<file path="src/rtl/caxi4interconnect_cdc_rd_side.sv">
`default_nettype none
// ============================================================================
// Module  : caxi4interconnect_cdc_rd_side
// Brief   : Read side of a Gray-pointer async FIFO: write-pointer synchronizer,
//           empty detection, read pointer and one-entry output valid stage.
// Revision: 1.0 - initial release
// ============================================================================
module caxi4interconnect_cdc_rd_side #(
  parameter int ADDR_WIDTH = 3
) (
  input  logic                  clk,
  input  logic                  rst,
  input  logic                  terminate,
  input  logic [ADDR_WIDTH-1:0] wrPtr_gray,
  input  logic                  infoOutReady,
  output logic [ADDR_WIDTH-1:0] rdPtr_gray,
  output logic [ADDR_WIDTH-1:0] rdAddr,
  output logic                  fifoRe,
  output logic                  infoOutValid
);

  localparam logic [ADDR_WIDTH-1:0] c_ZERO = '0;
  localparam logic [ADDR_WIDTH-1:0] c_ONE  = {{(ADDR_WIDTH-1){1'b0}}, 1'b1};

  logic [ADDR_WIDTH-1:0] r_wrPtrS1;
  logic [ADDR_WIDTH-1:0] r_wrPtrS2;
  logic [ADDR_WIDTH-1:0] r_rdPtrBin;
  logic [ADDR_WIDTH-1:0] r_rdPtrGray;
  logic                  r_infoOutValid;

  logic [ADDR_WIDTH-1:0] w_nextBin;
  logic [ADDR_WIDTH-1:0] w_nextGray;
  logic                  w_empty;
  logic                  w_fifoRe;

  // Empty compares the synchronized write pointer against the registered Gray
  // read pointer, so both sides of the comparison are flop outputs.
  assign w_empty    = (r_wrPtrS2 == r_rdPtrGray);
  assign w_nextBin  = r_rdPtrBin + c_ONE;
  assign w_nextGray = w_nextBin ^ (w_nextBin >> 1);

  // Reads are suppressed during reset and flush so no stray RAM access occurs.
  assign w_fifoRe = rst && !terminate && !w_empty &&
                    (!r_infoOutValid || infoOutReady);

  always_ff @(posedge clk) begin
    if (!rst || terminate) begin
      r_wrPtrS1      <= c_ZERO;
      r_wrPtrS2      <= c_ZERO;
      r_rdPtrBin     <= c_ZERO;
      r_rdPtrGray    <= c_ZERO;
      r_infoOutValid <= 1'b0;
    end else begin
      r_wrPtrS1 <= wrPtr_gray;
      r_wrPtrS2 <= r_wrPtrS1;
      if (w_fifoRe) begin
        r_rdPtrBin  <= w_nextBin;
        r_rdPtrGray <= w_nextGray;
      end
      if (w_fifoRe) begin
        r_infoOutValid <= 1'b1;
      end else if (infoOutReady) begin
        r_infoOutValid <= 1'b0;
      end
    end
  end

  assign rdPtr_gray   = r_rdPtrGray;
  assign rdAddr       = r_rdPtrBin;
  assign fifoRe       = w_fifoRe;
  assign infoOutValid = r_infoOutValid;

endmodule
`default_nettype wire

</file>
<file path="config.mk">
export PLATFORM = sky130hd
export DESIGN_NAME = caxi4interconnect_cdc_rd_side
export DESIGN_NICKNAME = d
export VERILOG_FILES = /design/src/rtl/caxi4interconnect_cdc_rd_side.sv
export SDC_FILE = /design/constraint.sdc
export NUM_CORES = 1
export LEC_CHECK = 0
export ABC_AREA = 1
export ABC_CLOCK_PERIOD_IN_PS = 1000
export CELL_PAD_IN_SITES_DETAIL_PLACEMENT = 1
export CELL_PAD_IN_SITES_GLOBAL_PLACEMENT = 1
export CORE_MARGIN = 5
export CORE_UTILIZATION = 25
export DETAILED_ROUTE_END_ITERATION = 7
export PLACE_DENSITY_LB_ADDON = 0.1
export SYNTH_ARGS = -nofsm -noshare
export SYNTH_HDL_FRONTEND = slang
export SYNTH_SLANG_ARGS = --single-unit
</file>
<file path="constraint.sdc">
create_clock -name clk -period 1 [get_ports clk]
set_input_delay 0.2 -clock clk [delete_from_list [all_inputs] [get_ports clk]]
set_output_delay 0.2 -clock clk [all_outputs]
set_load 0.01 [all_outputs]
</file>
run_1/io_placement.png
Pins as bars across the die edge, other pins in gray.
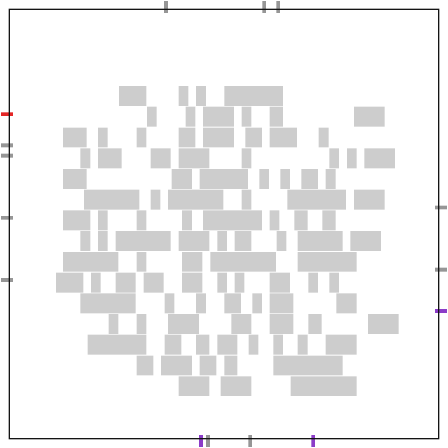
purple -> rdAddr  # pins 3, direction output, edge 2 south, 1 east
red -> clk  # pins 1, direction input, edge west
die height: 56.2 um
Horiz. Die Dim: 56.2 um
input/output buffers: 14

run_1/flops_by_reg.png
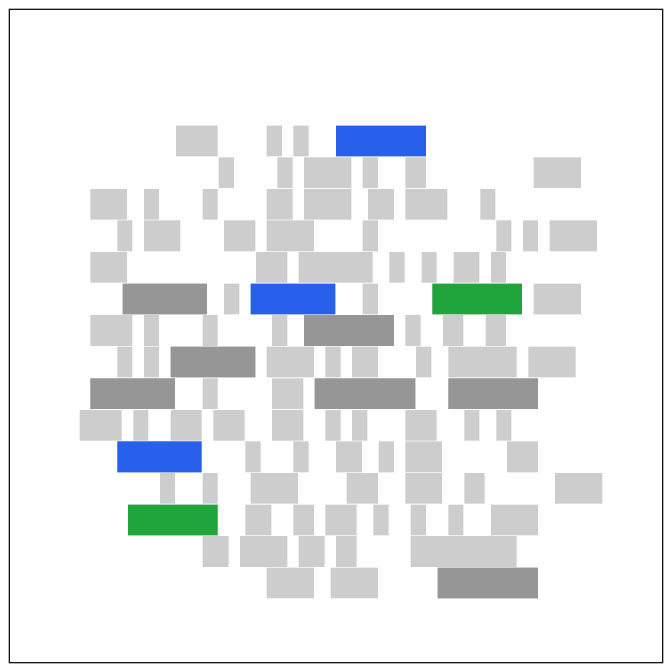
blue -> r_wrPtrS2  # sequential cells 3
green -> rdPtr_gray  # sequential cells 2
Flop area: 254 sq um
post-layout util: 44.4%
flop share of the area: 28.6%
sequential power: 0.000491 W

run_1/congestion.png
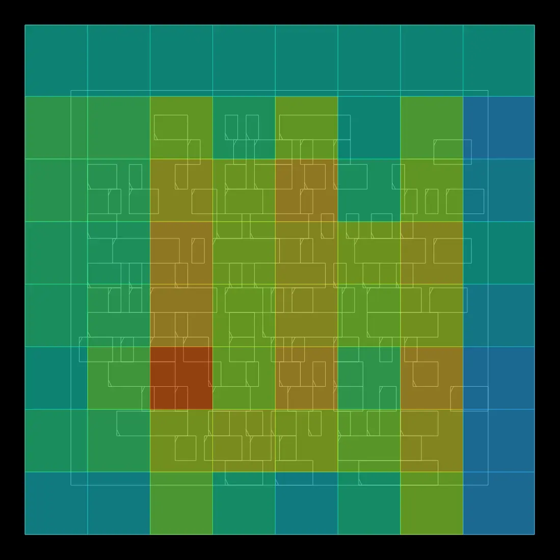
drt wl/cell: 10.2 um
met2 Track Usage GR: 18.7%
global-route track usage on met3: 3.48%
GR peak layer: met2

==> flow_summary_export.csv, run 1 <==
group,metric,value,unit
status,failed_checks,"negative setup slack",
finish,nNetsFinal,111,
sta,report.final.setup_viol,11,
synth,xor_share,4.93,%
synth,yosys_area,533,sq um
setup_path,worstPathCellList,"inv_2 > nand2_1 > nand2_2 > nand3_4 > nand2_4 > inv_4 > buf_6",
synth,syn-cell-area,533,sq um
clocking,cts_hold_buffers,0,
synth,fa_ha_area_share,2.35,%
finish,n_clock_buffer,3,
grt,antenna_found_initial,0,
setup_path,path_buffers,3,
finish,dominant_cells,"multi-input combinational cells",
finish,final_common_cell,"inv_1",
finish,seq_cell_count,12,
place,dpl.hpwl,982,um
power_and_ir_drop,p_clk,0.000290,W
clocking,cts-buffers-inserted,3,
grt,grt_pass1_wl,2240,um
grt,met1_usage,8.06,%
finish,nNonClkBuffers,27,
hold_path,hold_depth,2,
routing,met2WireLength,733,um
sta,period_used_share,130,%
power_and_ir_drop,maxPowerGroup,"sequential cells",
sta,max_slew_margin,87.3,%
synth,avgSynthCellArea,7.30,sq um
sta,max_freq,770,MHz
synth,top_cells_by_count,"nand2_1 (17), inv_1 (15), nor2_1 (13), dfxtp_1 (12)",
synth,synth_cell_types,15,
synth,ys.flop_type,"dfxtp_1",
sta,skew,0.501,ps
grt,grt_max_degree,9,
synth,ys_ff,12,
finish,fillCellCount,242,
finish,nMultiInputCombCells,42,
synth,syn_inst,73,
setup_path,critPathTopFamily,"flip-flops",
setup_path,critPathCapture,"fifoRe",
setup_path,cp.arrival,1100,ps
hold_path,hold_path.class,"flop to flop",
finish,inv_count,17,
synth,mux_share,0,%
floorplanning,fp.dieArea,3160,sq um
sta,rsz0062_at_grt,"true",
synth,top_logic_kind,"simple AND/OR/NAND/NOR gates",
power_and_ir_drop,pwr-share-comb,15.0,%
synth,edf_count,0,
status,status,"finished with violations",
floorplanning,coreArea,2000,sq um
clocking,htreeDepth,1,
sta,final-hold-violation-count,0,
setup_path,end_kind,"output port",
setup_path,r2r-end,"infoOutValid$_SDFFE_PN0P_",
routing,drc,0,
power_and_ir_drop,power.internal,0.000705,W
floorplanning,rows,16,
setup_path,crit_start,"rdAddr[2]$_SDFFE_PN0P_",
synth,yosys_warnings,0,
power_and_ir_drop,power,0.000920,W
grt,grt_pass1_vias,556,
sta,finalWorstSetupSlack,-299,ps
routing,via_per_inst,3.99,
clocking,post_cts_buffers,8,
floorplanning,ios,15,
setup_path,start_kind,"flop",
finish,clkCellAreaFrac,2.53,%
clocking,clk_pin_slew_worst_paths,70,ps
power_and_ir_drop,p_sw,0.000215,W
synth,ys_sh_simple,31.2,%
place,placed_area,777,sq um
routing,num_vias,511,
setup_path,path_max_fanout,3,
finish,buf_share,28.7,%
synth,yosysSeqAreaShare,45.1,%
setup_path,r2r-start,"rdAddr[2]$_SDFFE_PN0P_",
place,gp_congestion,0.683,
setup_path,r2r_setup_slack,-190,ps
synth,synthAoiAreaFrac,0.939,%
routing,first_iter_violations,2,
routing,firstDrtPassIters,4,
clocking,cts_resized,54,
clocking,cts-root-buf,"clkbuf_4",
routing,wl_met1,508,um
power_and_ir_drop,ir_drop,816,uV
synth,ys_cells,73,
synth,top_cells_by_area,"dfxtp_1 (45%), nand2_1 (12%), inv_1 (11%)",
run_1/wires.png
The bar under the picture is 20 um long.
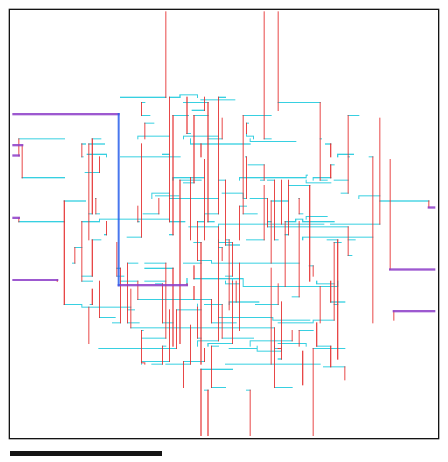

==> run 2: changes to the inputs <==
CORE_MARGIN = 2   (was 5)
run_2/wires.png
The bar under the picture is 20 um long.
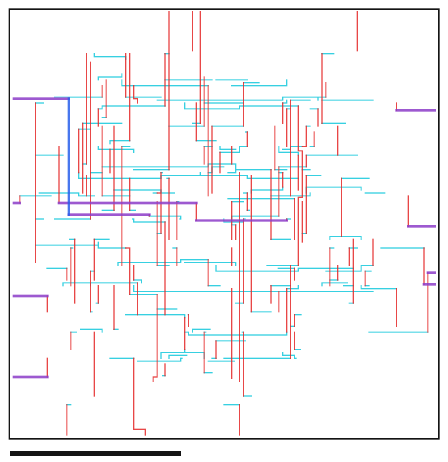
red -> metal 2  # wire length 621 um
purple -> metal 3  # wire length 60.6 um
cyan -> metal 1  # wire length 523 um
blue -> metal 4  # wire length 13.6 um
drt total wl: 1220 um
Global Route Usage Sum: 11.5%
drt wl/cell: 9.51 um

run_2/clk_routes.png
The bar under the picture is 20 um long.
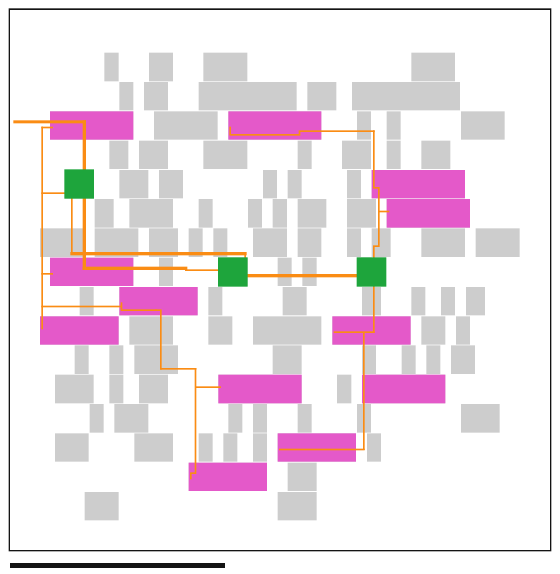
green -> clock drivers  # count 3
orange -> clock wires  # length 184 um
magenta -> flip-flops  # count 12
routed clock nets = 4
Clk pwr share: 32.0%
P_clk: 0.000295 W
clk_lat worst skew: 270 ps
Worst Skew: 2.65 ps

run_2/congestion.png
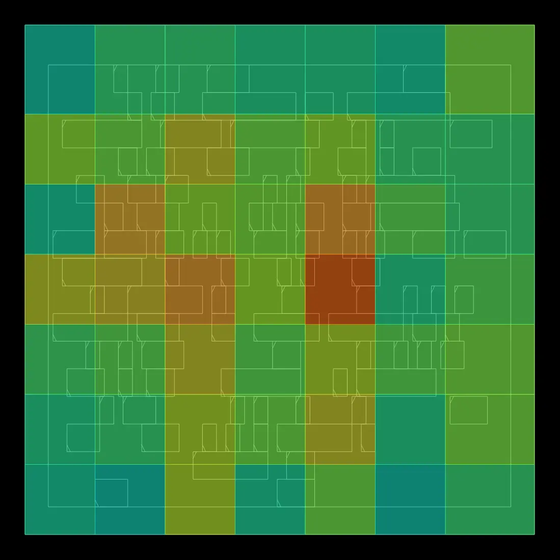
met1 usage: 13.2%
met2 Track Usage GR: 18.4%
post-layout util: 45.4%
global-route track usage on met3: 5.36%

==> run 2 against run 1 <==
The run still ends with negative setup slack left. Worst setup slack worse by 9.2 ps. Via count down 0.39%. Sequential power about the same. Non-clock buffer count unchanged.
==> flow_summary_export.csv, run 2 <==
group,metric,value,unit
status,status,"finished with violations",
status,failed_checks,"negative setup slack",
floorplanning,rows,16,
synth,ys_ff,12,
grt,grt_max_degree,9,
floorplanning,initial_utilization,26.9,%
floorplanning,nWellTaps,27,
setup_path,cp.arrival,1110,ps
synth,ys.flop_type,"dfxtp_1",
clocking,htreeDepth,1,
place,placed_area,769,sq um
setup_path,cp_data_required_time,800,ps
finish,seq_cell_count,12,
grt,grt_pass1_wl,2150,um
synth,syn-cell-area,533,sq um
finish,final_cell_mix,"inv_1 (14), nor2_1 (12), nand2_1 (11), buf_4 (11), buf_6 (9)",
setup_path,worst-r2r-cell-count,9,
synth,top_area_share,45.1,%
power_and_ir_drop,pg_seq,0.000491,W
run,tool_warnings,29,
setup_path,path_buffers,3,
setup_path,max_stage_delay,350,ps
finish,area_growth_syn_to_layout,68.8,%
finish,antennaDiodeCount,0,
synth,yosys_area,533,sq um
sta,worst_slew_pin_slew,191,ps
floorplanning,fp.dieArea,2520,sq um
routing,via_per_inst,3.98,
setup_path,worstPathCellList,"inv_2 > nand2_2 > nand2_2 > nand3_4 > nand2_4 > inv_4 > buf_6",
sta,max_slew_margin,87.2,%
finish,flop_area,254,sq um
synth,syn_inst,73,
power_and_ir_drop,ir_drop,593,uV
power_and_ir_drop,p_comb,0.000136,W
synth,edf_count,0,
place,placed_cells,120,
power_and_ir_drop,swShare,23.8,%
finish,nNetsFinal,111,
synth,ys_sh_simple,31.2,%
finish,final_cells,128,
clocking,cts-buffers-inserted,3,
finish,logic_area,277,sq um
floorplanning,dieWidth,50.2,um
synth,synthAoiAreaFrac,0.939,%
finish,comb_share,30.7,%
setup_path,path_max_fanout,3,
setup_path,r2r-end,"infoOutValid$_SDFFE_PN0P_",
power_and_ir_drop,seqPwrFrac,53.3,%
routing,postRouteAntennaNets,0,
clocking,numClockSinks,12,
synth,synth_cell_types,15,
synth,top_cells_by_count,"nand2_1 (17), inv_1 (15), nor2_1 (13), dfxtp_1 (12)",
routing,first_iter_violations,3,
sta,period_used_share,131,%
setup_path,r2r_setup_slack,-210,ps
hold_path,hp-start,"r_wrPtrS1[0]$_SDFF_PN0_",
setup_path,crit_cells,7,
synth,fa_ha_area_share,2.35,%
setup_path,end_kind,"output port",
power_and_ir_drop,power,0.000921,W
hold_path,hold_depth,2,
floorplanning,die_y,50.2,um
sta,max_freq,764,MHz
setup_path,critPathCapture,"fifoRe",
place,preCtsSetupSlack,-892,ps
synth,mux_share,0,%
synth,ys_cells,73,
clocking,clk_pin_slew_worst_paths,70,ps
clocking,cts_hold_buffers,0,
power_and_ir_drop,pwr-share-comb,14.7,%
finish,dominant_cells,"multi-input combinational cells",
clocking,cts_tree,"yes",
clocking,cts-root-buf,"clkbuf_4",
routing,num_vias,509,
routing,met3_length,60,um
sta,rsz0062_at_grt,"true",
routing,wl_met1,523,um
finish,inv_count,17,
finish,layout-drive-gt1-share,47.5,%
place,gp_congestion,0.719,
synth,top_cell,"nand2_1",
synth,top_logic_kind,"simple AND/OR/NAND/NOR gates",
synth,top_cells_by_area,"dfxtp_1 (45%), nand2_1 (12%), inv_1 (11%)",
run,cap_violations,0,
place,dpl.hpwl,931,um
finish,nMultiInputCombCells,42,
setup_path,crit_start,"rdAddr[2]$_SDFFE_PN0P_",
synth,yosys_warnings,0,
synth,yosys.area.top_type,"dfxtp_1",
grt,antenna_found_initial,0,
setup_path,critPathKind,"flop to output port",
floorplanning,coreArea,1980,sq um
finish,sh_seq_area,28.2,%
synth,synth-async-reset-ratio,0,%
setup_path,critPathSlowestCell,"dfxtp_4",
sta,final-hold-violation-count,0,
setup_path,critPathTopFamily,"flip-flops",
finish,final_common_cell,"inv_1",
floorplanning,ios,15,
finish,stdcell_area,900,sq um
power_and_ir_drop,leakage,0.460,nW
power_and_ir_drop,powerDensity,1020,nW/um^2
setup_path,start_kind,"flop",
clocking,post_cts_buffers,4,
setup_path,r2r-start,"rdAddr[2]$_SDFFE_PN0P_",
sta,drv_slew,0,
grt,grt.busiest_layer,"met2",
routing,dr.max_layer_used,"met4",
routing,drc,0,
sta,setup_tns,-1290,ps
synth,yosysSeqAreaShare,45.1,%
finish,n_clock_buffer,3,
routing,met2WireLength,620,um
finish,fillCellCount,242,
clocking,clock_path_buffers,2,
power_and_ir_drop,maxPowerGroup,"sequential cells",
place,port_buffers,14,
sta,report.final.setup_viol,11,
synth,xor_share,4.93,%
finish,clkCellAreaFrac,2.50,%
routing,firstDrtPassIters,4,
setup_path,crit_top_cell,"nand2_2",
finish,buf_share,27.4,%
sta,finalWorstSetupSlack,-308,ps
grt,grt.overflow.total,0,
sta,holdWs,404,ps
hold_path,holdPathEnd,"r_wrPtrS2[0]$_SDFF_PN0_",
power_and_ir_drop,power.internal,0.000702,W
finish,nNonClkBuffers,27,
power_and_ir_drop,p_sw,0.000219,W
clocking,cts_resized,50,
synth,avgSynthCellArea,7.30,sq um
grt,grt_pass1_vias,515,
synth,syn_nets,81,
hold_path,hold_path.class,"flop to flop",
sta,min_period,1310,ps
run_2/io_placement.png
Pins as bars across the die edge, other pins in gray.
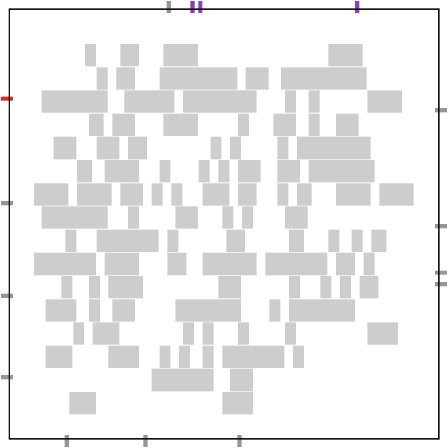

==> run 3: changes to the inputs <==
==> constraint.sdc (replaced) <==
create_clock -name clk -period 1 [get_ports clk]
set_input_delay 0.2 -clock clk [delete_from_list [all_inputs] [get_ports clk]]
set_output_delay 0.2 -clock clk [all_outputs]
set_load 0.1 [all_outputs]
run_3/io_placement.png
Pins as bars across the die edge, other pins in gray.
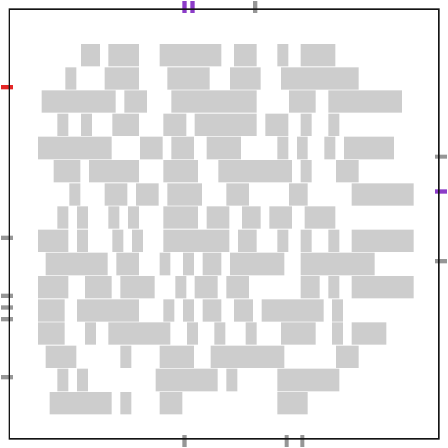
purple -> rdAddr  # pins 3, direction output, edge 2 north, 1 east
red -> clk  # pins 1, direction input, edge west
all pins by edge = 6 west, 3 north, 3 south, 3 east
die height: 50.2 um
Horiz. Die Dim: 50.2 um

run_3/wires.png
The bar under the picture is 20 um long.
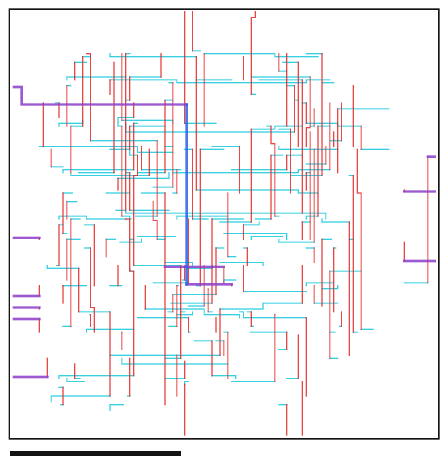
blue -> metal 4  # wire length 21.1 um
purple -> metal 3  # wire length 58.2 um
red -> metal 2  # wire length 806 um
cyan -> metal 1  # wire length 608 um
Global Route Usage Sum: 13.7%
drt total wl: 1490 um
vias: 572
drt wl/cell: 10.8 um

==> run 3 against run 2 <==
The run still ends with negative setup slack left. Synthesized cell count unchanged. Clock power increased by 35%. Global-route usage increased by 2.2 points. Synthesized area unchanged. Critical path depth unchanged. First-iteration DRC count decreased by 67%. Worst setup slack got worse by 110 ps.
==> flow_summary_export.csv, run 3 <==
group,metric,value,unit
status,status,"finished with violations",
status,failed_checks,"negative setup slack",
synth,ys_sh_simple,31.2,%
place,placed_cells,125,
clocking,cts-root-buf,"clkbuf_4",
floorplanning,ios,15,
sta,period_used_share,142,%
finish,nMultiInputCombCells,42,
routing,via_per_inst,4.14,
grt,antenna_found_initial,0,
routing,drc,0,
grt,met3_usage,3.57,%
sta,final-hold-violation-count,0,
finish,fillCellCount,235,
finish,inv_count,17,
power_and_ir_drop,swShare,26.9,%
sta,rsz0062_at_grt,"true",
setup_path,critPathTopFamily,"flip-flops",
finish,buf_share,37.9,%
synth,yosys_warnings,0,
finish,logic_area,279,sq um
power_and_ir_drop,power,0.00111,W
synth,synthAoiAreaFrac,0.939,%
routing,met3_length,58,um
setup_path,critPathKind,"flop to output port",
clocking,post_cts_buffers,5,
run,cap_violations,0,
floorplanning,coreArea,1980,sq um
finish,area_growth_syn_to_layout,108,%
synth,mux_share,0,%
finish,sh_seq_area,23.8,%
floorplanning,nWellTaps,27,
hold_path,hold_path.class,"flop to flop",
power_and_ir_drop,pg_seq,0.000484,W
finish,antennaDiodeCount,0,
place,port_buffers,14,
floorplanning,rows,16,
finish,nNonClkBuffers,36,
synth,yosysSeqAreaShare,45.1,%
grt,grt_max_degree,9,
clocking,htreeDepth,1,
synth,edf_count,0,
routing,postRouteAntennaNets,0,
finish,clkCellAreaFrac,3.27,%
synth,synth-async-reset-ratio,0,%
setup_path,end_kind,"output port",
setup_path,path_buffers,3,
routing,dr.max_layer_used,"met4",
setup_path,crit_cells,7,
synth,syn_inst,73,
setup_path,crit_top_cell,"nand2_2",
place,dpl.hpwl,1050,um
setup_path,r2r_setup_slack,-320,ps
setup_path,start_kind,"flop",
synth,fa_ha_area_share,2.35,%
synth,xor_share,4.93,%
setup_path,cp.arrival,1220,ps
synth,ys.flop_type,"dfxtp_1",
finish,final_cells,138,
power_and_ir_drop,p_comb,0.000227,W
grt,met1_usage,15.7,%
clocking,cts_resized,11,
setup_path,worstPathCellList,"inv_2 > nand2_2 > nand2_2 > nand3_4 > nand2_4 > inv_12 > buf_16",
finish,seq_cell_count,12,
setup_path,r2r-end,"rdAddr[0]$_SDFFE_PN0P_",
synth,top_cell,"nand2_1",
sta,finalWorstSetupSlack,-417,ps
grt,grt_pass1_vias,563,
sta,holdWs,403,ps
finish,flop_area,264,sq um
sta,report.final.setup_viol,14,
sta,setup_tns,-3120,ps
synth,ys_cells,73,
clocking,numClockSinks,12,
floorplanning,initial_utilization,26.9,%
sta,min_period,1420,ps
finish,layout-drive-gt1-share,55.9,%
floorplanning,fp.dieArea,2520,sq um
run_3/clk_routes.png
The bar under the picture is 20 um long.
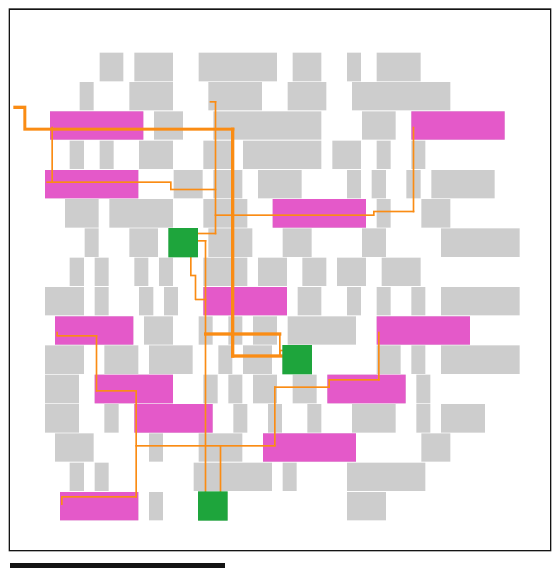
magenta -> flip-flops  # count 12
green -> clock drivers  # count 3
orange -> clock wires  # length 224 um
routed clock nets = 4
Clk pwr share: 35.8%
P_clk: 0.000397 W

Power and IR drop assume default switching activity.
